===== src/rtl/sc_mac_seq.sv =====
// sc_mac_seq: sequencer for a stochastic-computing multiply-accumulate.
// For each of TERMS product terms it loads an operand pair, clears the
// toggle/product datapath, sweeps the shared SNG counter over L = 2^LEN_W
// values and counts the ones coming back on prod_bit into acc.
module sc_mac_seq #(
  parameter int LEN_W = 4,
  parameter int TERMS = 2,
  parameter int ACC_W = LEN_W + $clog2(TERMS) + 1
) (
  input  logic             clk,
  input  logic             rst,
  input  logic             start,
  input  logic             op_valid,
  output logic             op_ready,
  input  logic [LEN_W-1:0] op_a,
  input  logic [LEN_W-1:0] op_b,
  output logic [LEN_W-1:0] a_q,
  output logic [LEN_W-1:0] b_q,
  output logic [LEN_W-1:0] sng_cnt,
  output logic             sng_en,
  output logic             tq_clr,
  input  logic             prod_bit,
  output logic [ACC_W-1:0] acc,
  output logic             busy,
  output logic             done
);

  localparam int TI_W = (TERMS > 1) ? $clog2(TERMS) : 1;
  localparam logic [LEN_W-1:0] CNT_MAX   = {LEN_W{1'b1}};
  localparam logic [TI_W-1:0]  TERM_LAST = TI_W'(TERMS - 1);

  typedef enum logic [2:0] {
    IDLE  = 3'd0,
    LOAD  = 3'd1,
    CLR   = 3'd2,
    RUN   = 3'd3,
    DRAIN = 3'd4,
    FIN   = 3'd5
  } state_t;

  state_t           state_q;
  logic [LEN_W-1:0] opa_q;
  logic [LEN_W-1:0] opb_q;
  logic [LEN_W-1:0] cnt_q;
  logic [TI_W-1:0]  term_q;
  logic [ACC_W-1:0] acc_q;
  logic             busy_q;
  logic             done_q;
  logic             ready_q;
  logic             en_q;
  logic             clr_q;
  // High in the cycle after a RUN cycle: prod_bit then carries that cycle's product.
  logic             samp_q;

  // ACC_W is sized for TERMS*L, so the clamp never engages in a legal
  // configuration; it only guarantees the count can never wrap.
  function automatic logic [ACC_W-1:0] sat_inc(input logic [ACC_W-1:0] v);
    return (&v) ? v : v + ACC_W'(1);
  endfunction

  // Sequencer FSM with registered control outputs and the ones-counter.
  always_ff @(posedge clk) begin
    if (rst) begin
      state_q <= IDLE;
      opa_q   <= '0;
      opb_q   <= '0;
      cnt_q   <= '0;
      term_q  <= '0;
      acc_q   <= '0;
      busy_q  <= 1'b0;
      done_q  <= 1'b0;
      ready_q <= 1'b0;
      en_q    <= 1'b0;
      clr_q   <= 1'b0;
      samp_q  <= 1'b0;
    end else begin
      clr_q  <= 1'b0;
      done_q <= 1'b0;
      samp_q <= (state_q == RUN);
      if (samp_q && prod_bit) begin
        acc_q <= sat_inc(acc_q);
      end
      case (state_q)
        IDLE: begin
          if (start) begin
            acc_q   <= '0;
            term_q  <= '0;
            busy_q  <= 1'b1;
            ready_q <= 1'b1;
            state_q <= LOAD;
          end
        end
        LOAD: begin
          if (op_valid) begin
            opa_q   <= op_a;
            opb_q   <= op_b;
            ready_q <= 1'b0;
            clr_q   <= 1'b1;
            cnt_q   <= '0;
            state_q <= CLR;
          end
        end
        CLR: begin
          en_q    <= 1'b1;
          cnt_q   <= '0;
          state_q <= RUN;
        end
        RUN: begin
          // The counter wraps back to 0 after the last value of the sweep.
          cnt_q <= cnt_q + LEN_W'(1);
          if (cnt_q == CNT_MAX) begin
            en_q    <= 1'b0;
            state_q <= DRAIN;
          end
        end
        DRAIN: begin
          // The final product sample of the term lands on this edge.
          if (term_q == TERM_LAST) begin
            done_q  <= 1'b1;
            state_q <= FIN;
          end else begin
            term_q  <= term_q + TI_W'(1);
            ready_q <= 1'b1;
            state_q <= LOAD;
          end
        end
        FIN: begin
          busy_q  <= 1'b0;
          state_q <= IDLE;
        end
        default: begin
          state_q <= IDLE;
        end
      endcase
    end
  end

  assign op_ready = ready_q;
  assign a_q      = opa_q;
  assign b_q      = opb_q;
  assign sng_cnt  = cnt_q;
  assign sng_en   = en_q;
  assign tq_clr   = clr_q;
  assign acc      = acc_q;
  assign busy     = busy_q;
  assign done     = done_q;

endmodule


===== config.mk =====
export PLATFORM = sky130hd
export DESIGN_NAME = sc_mac_seq
export DESIGN_NICKNAME = d
export VERILOG_FILES = /design/src/rtl/sc_mac_seq.sv
export SDC_FILE = /design/constraint.sdc
export NUM_CORES = 1
export LEC_CHECK = 0
export CORE_UTILIZATION = 30
export DETAILED_ROUTE_END_ITERATION = 12
export GPL_TIMING_DRIVEN = 0
export PLACE_DENSITY = 0.56
export SYNTH_ARGS = -nofsm -noshare
export SYNTH_HDL_FRONTEND = slang
export SYNTH_SLANG_ARGS = --single-unit
export TNS_END_PERCENT = 1

===== constraint.sdc =====
create_clock -name clk -period 1.7 [get_ports clk]
set_input_delay 0.17 -clock clk [delete_from_list [all_inputs] [get_ports clk]]
set_output_delay 0.17 -clock clk [all_outputs]
set_load 0.005 [all_outputs]

placed.png
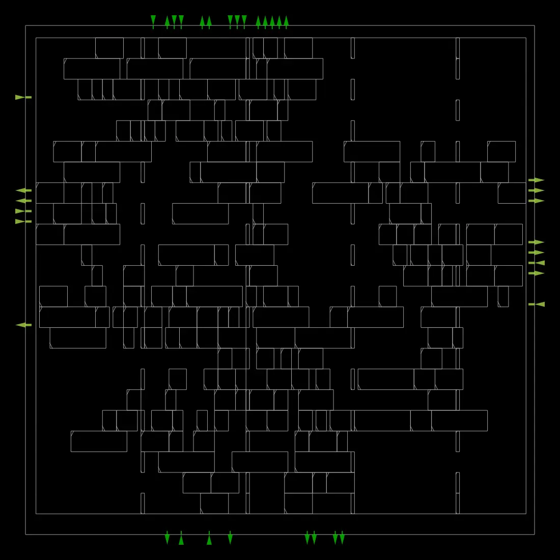
tally of filler cells in the layout: 415
share of cell area taken by flip-flops and latches: 32.82%
share of the core filled with cells: 42.39%

sizing.png
Scale: 8 px per um.
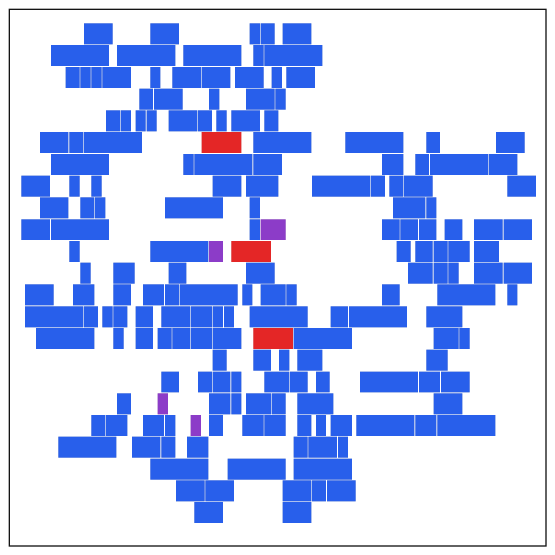
Key: purple = x2 [cells 4]; red = x6 and larger [cells 3]; blue = x1 and smaller [cells 178]

pinout.png
Scale: 8 px per um. Pins as bars across the die edge, other pins in grey.
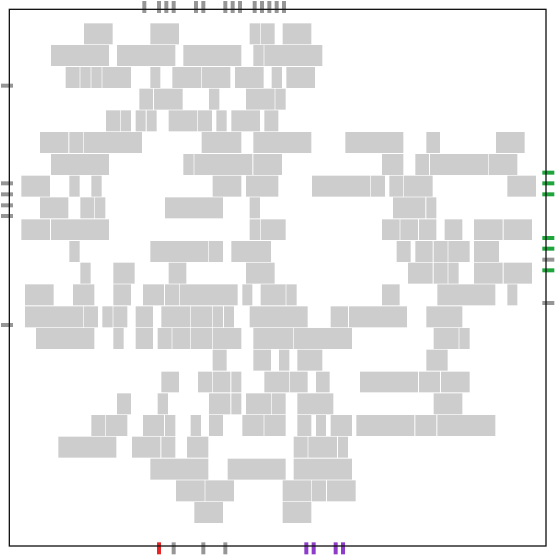
Key: green = `acc` [pins 6, direction output, edge right]; red = `busy` [pins 1, direction output, edge bottom]; purple = `sng_cnt` [pins 4, direction output, edge bottom]
All pins by edge: 14 top, 8 right, 8 bottom, 6 left.

layers.png
Scale: 8 px per um. Only two layers are drawn.
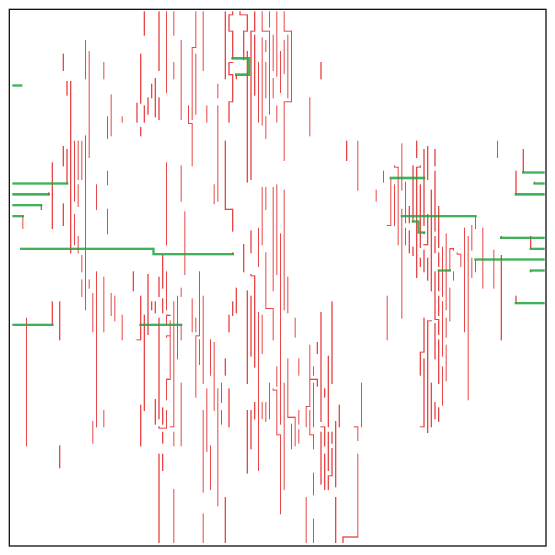
Key: green = M3 [wire length 104 um]; red = M2 [wire length 1490 um]

port_trees.png
Scale: 4 px per um.
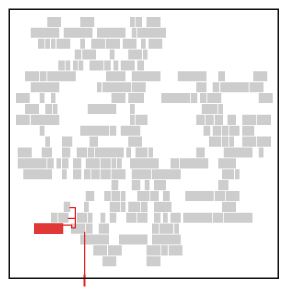
Key: red = `busy` [bits 1, direction output, edge bottom, end cells 1, buffers 1, wire 23.3 um]

==> results.txt <==
Synthesis and PnR results.

- The highest achievable clock rate is about 0.67 GHz.
- The worst-margin pin slew is approximately 0.47 ns.
- The total half-perimeter wirelength after legalization and detailed placement is 2.131 mm.
- The share of total power in combinational logic is 13.7%.
- The inserted tap cell count reads 50.
- The relative slew slack reads roughly two thirds.
- The placed cell area reads roughly 1700 sq um.
- The finished layout holds between 200 and 250 standard cells, fillers aside.
- In the synthesis report, Yosys lists the chip area as 1264 sq um.
- The number of rows created at floorplan is 23.
- The critical path data arrival time is ~1.7 ns.
- Of the cells placed in the final design, the portion with a size suffix greater than 1 is 3.784%.
- The global-route layer with the greatest usage reads met2.
- The DRC violations left is 0.
- The number of stages on the worst hold path is 3.
- The number of CTS-inserted buffers reads 3.
- The number of nets with antenna violations after routing is 0.
- Among all stages on the critical path, the largest delay is contributed by sky130_fd_sc_hd__or4b_1.
- The OpenROAD report gives the critical path a required time of ~1.9 ns.
- Entering global routing, the biggest net connects 15 pins.
- The timing report gives the worst reg2reg path a setup slack of 0.20 ns.
- The area fraction in xor and xnor cells is 0%.
- Setup repair after global routing left no endpoint under its margin.
- The maximum fanout count along the critical path is 10.
- The wire length per cell after detailed routing is 12.60 um.
- TritonCTS built the clock tree.
- In this run, post-CTS hold repair placed 0 buffers.
- Once iteration 0 of detailed routing completed, the report listed 30 DRC markers.
- The capturing instance or port of the critical path is acc[3].
- Once the clock tree was built, the resizer swapped 0 gates to a different size.
- Per the layout area report, the register area comes to about 560 sq um.
- The die span in y is 66.90 um.
- The dominant kind of cell by area reads multi-input combinational cells.
- The max-capacitance violation count is 0.
- On met2, the global router reports a usage of 22.85%.
- The type of the setup path with the least slack reads flip-flop to flip-flop.
- The adder-cell share of the synthesized area reads under 10%.
- The dominant kind of combinational cell reads simple AND/OR/NAND/NOR gates.
- Sequential cells were found to cover 44.36% of the synthesized design area.
- Global routing finished with a remaining overflow of 0.
- The post-synth register bit count is 28.
- The first global-routing pass estimated around 4.7 mm of wire.
- Prior to clock tree synthesis, the placed netlist has a worst setup slack of -0.06571 ns.
- The total of buffers placed on input and output ports is 34.
- The start point of the worst hold path is rst.
- The worst hold path belongs to the class input port to flip-flop.
- OpenSTA lists the critical path startpoint as state_q[2].
- The critical path capture point type is a flip-flop.
- The script logs the ratio of routed vias to standard cells as 5.132.
- The final estimated routing congestion in global placement reads ~0.74.
- Per the repair_timing log after CTS, setup buffers inserted total 0.
- The wire length reported by the detailed router is between 2 and 3 mm.
- The maximum clock path buffer count reads 2.
- STA shows the worst min-delay path finishing at state_q[0].
- The worst path needs 1.499 ns of the cycle, external delays included.
- The mean area per synthesized cell reads approximately 8.5 sq um.
- Among all stages on the critical path, the maximum delay recorded is 0.63 ns.
- The fraction of synthesis flops using an asynchronous set or reset pin reads 0%.
- After detailed routing, the wire length on met1 is 1.346 mm.
- The endpoint identified for the worst register-to-register timing path is acc[3].
- The number of vias after detailed routing reads 1206.
- The final hold violation count is 0.
- The accumulated negative setup slack is 0 ns.
- The final antenna diode tally reported by the flow is 0.
- Setup slack on the critical path of the routed design comes to approximately 0.20 ns.
- Warnings raised by the tools during the run amount to 26.
- The total global routing track utilization reads between 10% and 20%.
- The smallest hold slack reads 0.3630 ns.
- The die boundary width is 66.90 um.
- The number of enable-type register cells in the synthesized netlist is 0.
- The worst voltage drop across the vdd grid reads 0.4190 mV.
- The synthesized-area fraction occupied by and/or/nand/nor cells reads 29.21%.
- The launch point of the worst reg-to-reg path is state_q[2].
- The met1 track demand over resource reads 16.96%.
- The final critical-path share of the clock period is between 80% and 90%.
- The number of global-route vias before repair is 1047.
- The final layout net count is 202.
- The run finished with clean final reports.
- The startpoint type of the worst setup path reads a flip-flop.
[placed cells by master, fill, tap and decap left out, types with 2 or more instances in the layout]
cell type,count
sky130_fd_sc_hd__clkdlybuf4s50_1,34
sky130_fd_sc_hd__dfxtp_1,28
sky130_fd_sc_hd__nand2_1,21
sky130_fd_sc_hd__a21oi_1,20
sky130_fd_sc_hd__clkbuf_1,8
sky130_fd_sc_hd__nand2b_1,7
sky130_fd_sc_hd__nor2_1,5
sky130_fd_sc_hd__a211oi_1,4
sky130_fd_sc_hd__nand3b_1,4
sky130_fd_sc_hd__nor2b_1,3
sky130_fd_sc_hd__and4_1,3
sky130_fd_sc_hd__nor3_1,3
sky130_fd_sc_hd__nand3_1,3
sky130_fd_sc_hd__clkbuf_8,3
sky130_fd_sc_hd__o21ai_1,2
sky130_fd_sc_hd__inv_2,2
sky130_fd_sc_hd__o21a_1,2
sky130_fd_sc_hd__nor4bb_1,2
sky130_fd_sc_hd__nand4_1,2
sky130_fd_sc_hd__inv_1,2
sky130_fd_sc_hd__and3_1,2
sky130_fd_sc_hd__mux2i_1,2
sky130_fd_sc_hd__o31ai_1,2
sky130_fd_sc_hd__o21ai_0,2
sky130_fd_sc_hd__nor3b_1,2
sky130_fd_sc_hd__ha_1,2
[synth_stat cells (2+ instances only)]
cell,n,share of area (%)
sky130_fd_sc_hd__a211oi_1,4,2.4
sky130_fd_sc_hd__a21oi_1,20,7.9
sky130_fd_sc_hd__and3_1,2,0.99
sky130_fd_sc_hd__and4_1,3,2.1
sky130_fd_sc_hd__clkbuf_1,8,2.4
sky130_fd_sc_hd__dfxtp_1,28,44
sky130_fd_sc_hd__ha_1,2,2.0
sky130_fd_sc_hd__inv_1,2,0.59
sky130_fd_sc_hd__inv_2,2,0.59
sky130_fd_sc_hd__mux2i_1,2,1.6
sky130_fd_sc_hd__nand2_1,21,6.2
sky130_fd_sc_hd__nand2b_1,7,3.5
sky130_fd_sc_hd__nand3_1,3,1.2
sky130_fd_sc_hd__nand3b_1,4,2.4
sky130_fd_sc_hd__nand4_1,2,0.99
sky130_fd_sc_hd__nor2_1,5,1.5
sky130_fd_sc_hd__nor2b_1,3,1.5
sky130_fd_sc_hd__nor3_1,3,1.2
sky130_fd_sc_hd__nor3b_1,2,1.2
sky130_fd_sc_hd__nor4bb_1,2,1.6
sky130_fd_sc_hd__o21a_1,2,1.2
sky130_fd_sc_hd__o21ai_0,2,0.79
sky130_fd_sc_hd__o21ai_1,2,0.79
sky130_fd_sc_hd__o31ai_1,2,1.2
[power groups by stage]
stage                     Combinational [mW]  Sequential [mW]  Clock (mW)
after floorplan                       0.0822            0.707           0
after global placement                 0.163            0.707           0
after detailed placement               0.167            0.708           0
after CTS                              0.168            0.693       0.374
after global routing                   0.183            0.696       0.404
final                                  0.166            0.693       0.354
[worst max-delay path: cells and delay by family (launching register included)]
kind / cells / cell delay [ns]
flops: 1 / 0.30
simple gates: 3 / 0.93
buf+inv: 1 / 0.16
[state kept, by name, summed over array words and instances, names as in the netlist, 3 cells and up]
register / cells
a_q: 4
b_q: 4
state_q: 3
sng_cnt: 4
acc: 6
No activity file was given, so power comes from the tool's default toggle rates.
